## src/rtl/sprite_line_if.sv

```systemverilog
// Bus bundle for sprite_line_engine.
// Carries descriptor writes, the scanline request and the pixel stage.
interface sprite_line_if #(
  parameter int NUM_SPRITES  = 8,
  parameter int size_x       = 10,
  parameter int size_y       = 9,
  parameter int size_address = 17
);
  localparam int IW = (NUM_SPRITES > 1) ? $clog2(NUM_SPRITES) : 1;

  logic                    wr_en;
  logic [IW-1:0]           wr_sel;
  logic [31:0]             wr_data;
  logic                    wr_ready;
  logic                    line_start;
  logic [size_y-1:0]       line_y;
  logic                    line_ready;
  logic                    pixel_tick;
  logic                    active_area;
  logic [size_x-1:0]       pixel_x;
  logic                    sprite_on;
  logic [IW-1:0]           sprite_id;
  logic [size_address-1:0] memory_address;
  logic                    count_finished;

  modport master (
    output wr_en, wr_sel, wr_data,
    output line_start, line_y,
    output pixel_tick, active_area, pixel_x,
    input  wr_ready, line_ready,
    input  sprite_on, sprite_id, memory_address, count_finished
  );

  modport slave (
    input  wr_en, wr_sel, wr_data,
    input  line_start, line_y,
    input  pixel_tick, active_area, pixel_x,
    output wr_ready, line_ready,
    output sprite_on, sprite_id, memory_address, count_finished
  );
endinterface

```

## src/rtl/sprite_line_engine.sv

```systemverilog
// Multi-sprite line engine: per-line descriptor scan in blanking,
// priority sprite lookup and memory addressing per pixel tick.
module sprite_line_engine #(
  parameter int NUM_SPRITES  = 8,
  parameter int size_x       = 10,
  parameter int size_y       = 9,
  parameter int size_address = 17,
  parameter int SPRITE_W     = 20,
  parameter int SPRITE_H     = 20
) (
  input  logic           clk,
  input  logic           reset,
  sprite_line_if.slave   bus
);
  localparam int IW = (NUM_SPRITES > 1) ? $clog2(NUM_SPRITES) : 1;
  localparam int YC = ((size_y > 9) ? size_y : 9) + 1;
  localparam int XC = ((size_x > 10) ? size_x : 10) + 1;
  localparam int AW = size_address;
  localparam logic [IW-1:0] LAST = IW'(NUM_SPRITES - 1);

  typedef struct packed {
    logic       en;
    logic [8:0] slot;
    logic [2:0] rsv;
    logic [8:0] y;
    logic [9:0] x;
  } desc_t;

  typedef enum logic [1:0] {IDLE, SCAN, READY} state_t;

  state_t                 state, state_nx;
  desc_t                  tab_q  [NUM_SPRITES];
  desc_t                  line_q [NUM_SPRITES];
  logic [NUM_SPRITES-1:0] mask_q;
  logic [size_y-1:0]      ly_q;
  logic [IW-1:0]          idx_q;

  desc_t                  scan_d;
  logic                   scan_hit;
  logic [NUM_SPRITES-1:0] hit;
  logic                   hit_any;
  logic [IW-1:0]          win;
  desc_t                  win_d;
  logic [XC-1:0]          px_e;
  logic [XC-1:0]          dx;
  logic [YC-1:0]          dy;
  logic [AW-1:0]          addr_nx;

  assign bus.wr_ready   = (state != SCAN);
  assign bus.line_ready = (state == READY);

  always_ff @(posedge clk) begin
    if (reset) state <= IDLE;
    else       state <= state_nx;
  end

  always_comb begin
    state_nx = state;
    unique case (state)
      IDLE:    if (bus.line_start) state_nx = SCAN;
      SCAN:    if (!bus.line_start && idx_q == LAST)
                 state_nx = READY;
      READY:   if (bus.line_start) state_nx = SCAN;
      default: state_nx = IDLE;
    endcase
  end

  always_ff @(posedge clk) begin
    if (reset) begin
      for (int i = 0; i < NUM_SPRITES; i++)
        tab_q[i] <= '0;
    end else if (bus.wr_en && bus.wr_ready &&
                 int'(bus.wr_sel) < NUM_SPRITES) begin
      tab_q[bus.wr_sel] <= desc_t'(bus.wr_data);
    end
  end

  // Extra headroom bit keeps y + SPRITE_H from wrapping near the bottom.
  assign scan_d = tab_q[idx_q];

  always_comb begin
    scan_hit = scan_d.en &&
               (YC'(ly_q) >= YC'(scan_d.y)) &&
               (YC'(ly_q) <  YC'(scan_d.y) + YC'(SPRITE_H));
  end

  always_ff @(posedge clk) begin
    if (reset) begin
      mask_q <= '0;
      ly_q   <= '0;
      idx_q  <= '0;
    end else if (bus.line_start) begin
      mask_q <= '0;
      ly_q   <= bus.line_y;
      idx_q  <= '0;
    end else if (state == SCAN) begin
      mask_q[idx_q] <= scan_hit;
      idx_q         <= idx_q + IW'(1);
    end
  end

  // Per-line snapshot so table writes in READY wait for the next line.
  always_ff @(posedge clk) begin
    if (!reset && !bus.line_start && state == SCAN)
      line_q[idx_q] <= scan_d;
  end

  always_comb begin
    hit  = '0;
    px_e = XC'(bus.pixel_x);
    for (int i = 0; i < NUM_SPRITES; i++)
      hit[i] = mask_q[i] &&
               (px_e >= XC'(line_q[i].x)) &&
               (px_e <  XC'(line_q[i].x) + XC'(SPRITE_W));
  end

  always_comb begin
    hit_any = 1'b0;
    win     = '0;
    win_d   = '0;
    for (int i = NUM_SPRITES - 1; i >= 0; i--) begin
      if (hit[i]) begin
        hit_any = 1'b1;
        win     = IW'(i);
        win_d   = line_q[i];
      end
    end
    dx      = px_e - XC'(win_d.x);
    dy      = YC'(ly_q) - YC'(win_d.y);
    addr_nx = AW'(win_d.slot) * AW'(SPRITE_W * SPRITE_H)
            + AW'(dy) * AW'(SPRITE_W)
            + AW'(dx);
  end

  always_ff @(posedge clk) begin
    if (reset) begin
      bus.sprite_on      <= 1'b0;
      bus.sprite_id      <= '0;
      bus.memory_address <= '0;
      bus.count_finished <= 1'b0;
    end else if (bus.pixel_tick) begin
      if (bus.active_area && bus.line_ready && hit_any) begin
        bus.sprite_on      <= 1'b1;
        bus.sprite_id      <= win;
        bus.memory_address <= addr_nx;
        bus.count_finished <= (dx == XC'(SPRITE_W - 1));
      end else begin
        bus.sprite_on      <= 1'b0;
        bus.count_finished <= 1'b0;
      end
    end
  end
endmodule

```

## src/flat_wrapper.sv

```systemverilog
// flat-port wrapper written by rule: the top's interface ports become plain ports
module sprite_line_engine_flat 
#(
  parameter int NUM_SPRITES  = 8,
  parameter int size_x       = 10,
  parameter int size_y       = 9,
  parameter int size_address = 17,
  parameter int SPRITE_W     = 20,
  parameter int SPRITE_H     = 20
)
  (clk, reset, bus_wr_en, bus_wr_sel, bus_wr_data, bus_line_start, bus_line_y, bus_pixel_tick, bus_active_area, bus_pixel_x, bus_wr_ready, bus_line_ready, bus_sprite_on, bus_sprite_id, bus_memory_address, bus_count_finished);
  sprite_line_if #(.NUM_SPRITES(NUM_SPRITES), .size_x(size_x), .size_y(size_y), .size_address(size_address)) bus_i ();
  input  logic clk;
  input  logic reset;
  input wire logic [$bits(bus_i.wr_en)-1:0] bus_wr_en;
  input wire logic [$bits(bus_i.wr_sel)-1:0] bus_wr_sel;
  input wire logic [$bits(bus_i.wr_data)-1:0] bus_wr_data;
  input wire logic [$bits(bus_i.line_start)-1:0] bus_line_start;
  input wire logic [$bits(bus_i.line_y)-1:0] bus_line_y;
  input wire logic [$bits(bus_i.pixel_tick)-1:0] bus_pixel_tick;
  input wire logic [$bits(bus_i.active_area)-1:0] bus_active_area;
  input wire logic [$bits(bus_i.pixel_x)-1:0] bus_pixel_x;
  output wire logic [$bits(bus_i.wr_ready)-1:0] bus_wr_ready;
  output wire logic [$bits(bus_i.line_ready)-1:0] bus_line_ready;
  output wire logic [$bits(bus_i.sprite_on)-1:0] bus_sprite_on;
  output wire logic [$bits(bus_i.sprite_id)-1:0] bus_sprite_id;
  output wire logic [$bits(bus_i.memory_address)-1:0] bus_memory_address;
  output wire logic [$bits(bus_i.count_finished)-1:0] bus_count_finished;
  assign bus_i.wr_en = bus_wr_en;
  assign bus_i.wr_sel = bus_wr_sel;
  assign bus_i.wr_data = bus_wr_data;
  assign bus_i.line_start = bus_line_start;
  assign bus_i.line_y = bus_line_y;
  assign bus_i.pixel_tick = bus_pixel_tick;
  assign bus_i.active_area = bus_active_area;
  assign bus_i.pixel_x = bus_pixel_x;
  assign bus_wr_ready = bus_i.wr_ready;
  assign bus_line_ready = bus_i.line_ready;
  assign bus_sprite_on = bus_i.sprite_on;
  assign bus_sprite_id = bus_i.sprite_id;
  assign bus_memory_address = bus_i.memory_address;
  assign bus_count_finished = bus_i.count_finished;
  sprite_line_engine #(.NUM_SPRITES(NUM_SPRITES), .size_x(size_x), .size_y(size_y), .size_address(size_address), .SPRITE_W(SPRITE_W), .SPRITE_H(SPRITE_H)) u_core (.clk(clk), .reset(reset), .bus(bus_i));
endmodule
```

## config.mk

```make
export PLATFORM = sky130hd
export DESIGN_NAME = sprite_line_engine_flat
export DESIGN_NICKNAME = d
export VERILOG_FILES = /design/src/rtl/sprite_line_if.sv /design/src/rtl/sprite_line_engine.sv /design/src/flat_wrapper.sv
export SDC_FILE = /design/constraint.sdc
export NUM_CORES = 1
export LEC_CHECK = 0
export ABC_CLOCK_PERIOD_IN_PS = 12000
export CORE_MARGIN = 10
export CORE_UTILIZATION = 33
export DETAILED_ROUTE_END_ITERATION = 12
export GPL_ROUTABILITY_DRIVEN = 0
export HOLD_SLACK_MARGIN = 0.15
export PLACE_DENSITY = 0.56
export SYNTH_ARGS = -nofsm -noshare
export SYNTH_HDL_FRONTEND = slang
export SYNTH_SLANG_ARGS = --single-unit
```

## constraint.sdc

```tcl
create_clock -name clk -period 12 [get_ports clk]
set_input_delay 3 -clock clk [delete_from_list [all_inputs] [get_ports clk]]
set_output_delay 3 -clock clk [all_outputs]
set_load 0.03 [all_outputs]
```

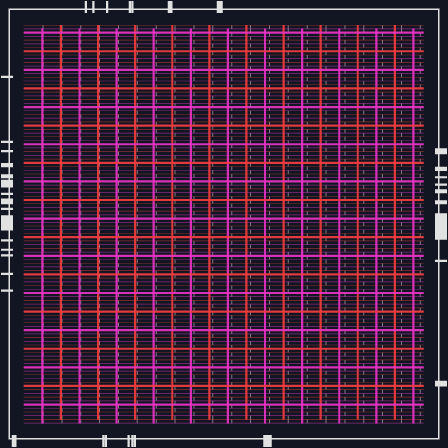
*Supply network*
Pins as bars on the die edge. Tap cells in gray.
| net | color |
|---|---|
| VDD | red |
| VSS | magenta |
met4 straps: 21
met5 straps: 21
met1 rails: 108

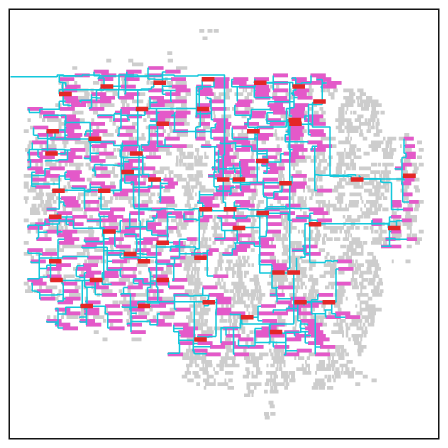
*Routed clock nets over the placement*
[cells driving clock nets] red | count: 53
[clock wires] cyan | length: 6,540 um
[flip-flops] magenta | count: 503
routed clock nets: 54

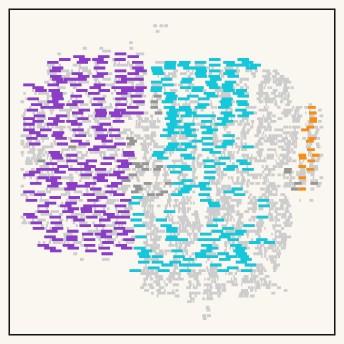
*Sequential cells grouped by signal name*
Other sequential cells in the stronger gray, the rest of the logic in the fainter gray.
| name in the netlist | color | flops |
|---|---|---|
| u_core.bus.memory_address | orange | 17 |
| u_core.line_q | cyan | 224 |
| u_core.tab_q | purple | 232 |
not colored: 30

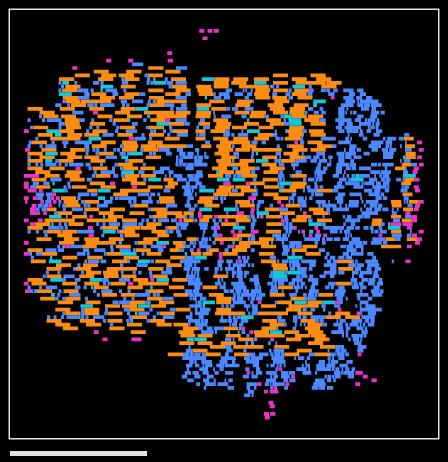
*Placement by cell class*
Bar = 100 um.
| class | color | cells | share of their area |
|---|---|---|---|
| all other logic | blue | 1,693 | 43% |
| flip-flops | orange | 503 | 47% |
| other buffers and delay cells | magenta | 151 | 4.3% |
| clock drivers and dummy loads | cyan | 98 | 5.4% |

[Yosys cell counts, types with 23 or more instances]
cell type    n
a21o_1      27
a21oi_1     94
and2_1     236
buf_2       23
clkbuf_1    49
dfxtp_1     47
edfxtp_1   456
ha_1       254
inv_1      155
mux2i_1     32
mux4_2      58
nand2_1     72
nand3_1     49
nor2_1     118
nor3_1      37
o211ai_1    23
o21a_1      23
o21ai_0     53
o22ai_1     34
xnor2_1     74
[routing by layer]
layer  GRT usage [%]  vias to the layer above  routed length, um
li1                -                     8798                  -
met3           2.619                       96               4123
met4           3.713                        2               1506
met2           26.30                      507              37070
met5               0                        -                 12
met1           20.42                     9380              34960
[state kept, by name, indices dropped and copies added (netlist names), named ones only]
name and cells:
u_core.bus.count_finished 1, u_core.bus.memory_address 17, u_core.bus.sprite_id 3, u_core.bus.sprite_on 1, u_core.idx_q 3, u_core.line_q 224
u_core.ly_q 9, u_core.mask_q 8, u_core.state 2, u_core.tab_q 232
[critical path, delay by kind of cell]
| kind | cells | cell delay [ps] |
|---|---|---|
| muxes | 1 | 150 |
| buffers and inverters | 2 | 1150 |
| AOI/OAI and AO/OA | 15 | 3300 |
| and+or+nand+nor | 8 | 990 |
| xor gates and xnor gates | 2 | 270 |
| adders and majority gates | 7 | 2450 |
[through the flow]
stage	power [mW]	instances	utilization, %	setup WS [ps]	hold slack [ps]
final	4.082	3590	38.06	1123	473.2
after detailed placement	2.525	3491	36.09	534.2	459.1
after floorplan	2.359	2284	-	2666	428.6
after global placement	2.511	3491	36.09	633.4	439.8
after CTS	4.114	3589	38.06	1107	471.7
after global routing	4.247	3589	38.06	542.6	502.1
==> Flow_metrics.wiki <==
== Metrics ==
{| class="wikitable"
! Metric !! Value
|-
| Result of the run || finished, final reports clean
|-
| Core ar. || 85,150 um2
|-
| Pleak || between 10 and 15 nW
|-
| Crit path capture type || register
|-
| Largest family of logic cells by area || adder cells
|-
| Skew final || ~26 ps
|-
| Dominant register cell || edfxtp_1
|-
| Antenna-violating nets left || 0
|-
| Routed vias || ~19,000
|-
| Residual DRC count || 0
|-
| Beginning of the critical path || bus_pixel_x[2]
|-
| Mux frac, synth || approximately 6.6%
|-
| Fraction of the yosys area taken by sequential cells || between 50 and 60%
|-
| Maximum clock frequency || 0.09194 GHz
|-
| Fillers || approximately 8,200
|-
| Top cells by area in the synthesized netlist || edfxtp_1, ha_1, and2_1
|-
| Part of the power in the clock network || just under 40%
|-
| Most frequent cells in the layout || edfxtp_1, ha_1, and2_1
|-
| DR iter-0 viols || 1,278
|-
| Slew Limit Fails || 0
|-
| Placement Cell Area || slightly above 30,000 um2
|-
| Max transition margin || between 30% and 40%
|-
| Number of clock buffers inserted by TritonCTS || 53
|-
| Vias in the first global route || approximately 20,000
|-
| Chip area in the Yosys report || around 28,000 um2
|-
| Power density cells || between 100 and 150 nW/um2
|-
| Area fraction in and, or, nand and nor cells after synthesis || between 10% and 20%
|-
| Final layout net count || 2,731
|-
| Clock-cell share || between 5 and 6%
|-
| Count of cell types in the netlist || slightly below 90
|-
| Clock sink count || about 500
|-
| WL/cell || ~22 um
|-
| Power dissipated in sequential cells || around 2.0 mW
|-
| Total overflow reported by the global router || 0
|-
| Post-synth EDFFs || 456
|-
| Compound-gate portion of the synthesized area || between 10% and 20%
|-
| Number of failing setup endpoints in the final timing report || 0
|-
| Reg2reg start || u_core.line_q[4][2]
|-
| Tmin final || 10,880 ps
|-
| Final count of hold timing violations || 0
|-
| Highest net fanout along the worst path || approximately 40
|-
| Required time reported for the critical path endpoint || 12,460 ps
|-
| Power Clock || 1.59 mW
|-
| P_int || 3.068 mW
|-
| Floorplan Nets || 2,613
|-
| Type of element launching the critical path || input port
|-
| Sum of routed wire length over all layers || around 80,000 um
|-
| Tot GR Track Use || 15.50%
|-
| Biggest area consumer among cell classes || sequential cells
|-
| Net switching fraction of the power || roughly 25%
|-
| Buffers added on ports || 80
|-
| # clk buffers || 77
|-
| Post-Synthesis Cells || between 2,000 and 2,500
|-
| Largest type area fraction || about half
|-
| Flip-flops || just over 500
|-
| Delay of the slowest cell on the worst path || roughly 780 ps
|-
| Count of pins on the block boundary || ~84
|-
| Class of the worst hold path || reg -> reg
|-
| P&R area growth vs syn || 14.34%
|-
| Inserted Diodes || 1
|-
| Chip area || just under 100,000 um2
|-
| Accumulated negative setup slack || 0 ps
|-
| Fa+ha+maj area frac || 12.27%
|-
| Setup slack of the most critical reg-to-reg path || between 3000 and 4000 ps
|-
| Power share of the sequential group || around half
|-
| Length in cells of the worst reg-to-reg path || 37
|-
| Cell area after synthesis || around 28,000 um2
|-
| Total area of multi-input combinational cells || 12,750 um2
|-
| Global-route wire length before repair || about 120,000 um
|-
| Worst min-delay path endpoint || u_core.state[0]
|-
| Cell Rows || 107
|-
| Category of the critical setup timing path || in -> reg
|-
| Post-CTS Setup Bufs || 0
|-
| Async set or reset register ratio after synthesis || 0%
|-
| Cell with the biggest individual delay on the critical path || clkdlybuf4s50_1
|-
| Die boundary width || around 310 um
|-
| Die Span Y || 313.1 um
|-
| End of the worst register-to-register path || u_core.bus.memory_address[16]
|-
| Tool warning count || 38
|-
| Sequential portion of the cell area || around 45%
|-
| CP Data Arrival Time || ~11,000 ps
|-
| CTS tree || done
|-
| NonClk Buf Share || about 4.1%
|-
| Dominant power group || registers
|-
| Count of warnings emitted by yosys || 0
|-
| Post-CTS clock slew at the launch and capture registers of the worst setup and hold paths || 60 ps
|-
| Total non-filler cell area in the finished layout || 32,410 um2
|-
| Effective utilization at floorplan || 33.28%
|-
| Proportion of cell area occupied by multi-input gates || between 30% and 40%
|-
| Total of hold buffers inserted after clock tree synthesis || 0
|-
| Most area-hungry cell type in the Yosys netlist || edfxtp_1
|}
Power figures rest on the tool's default switching activity, not on a simulated workload.
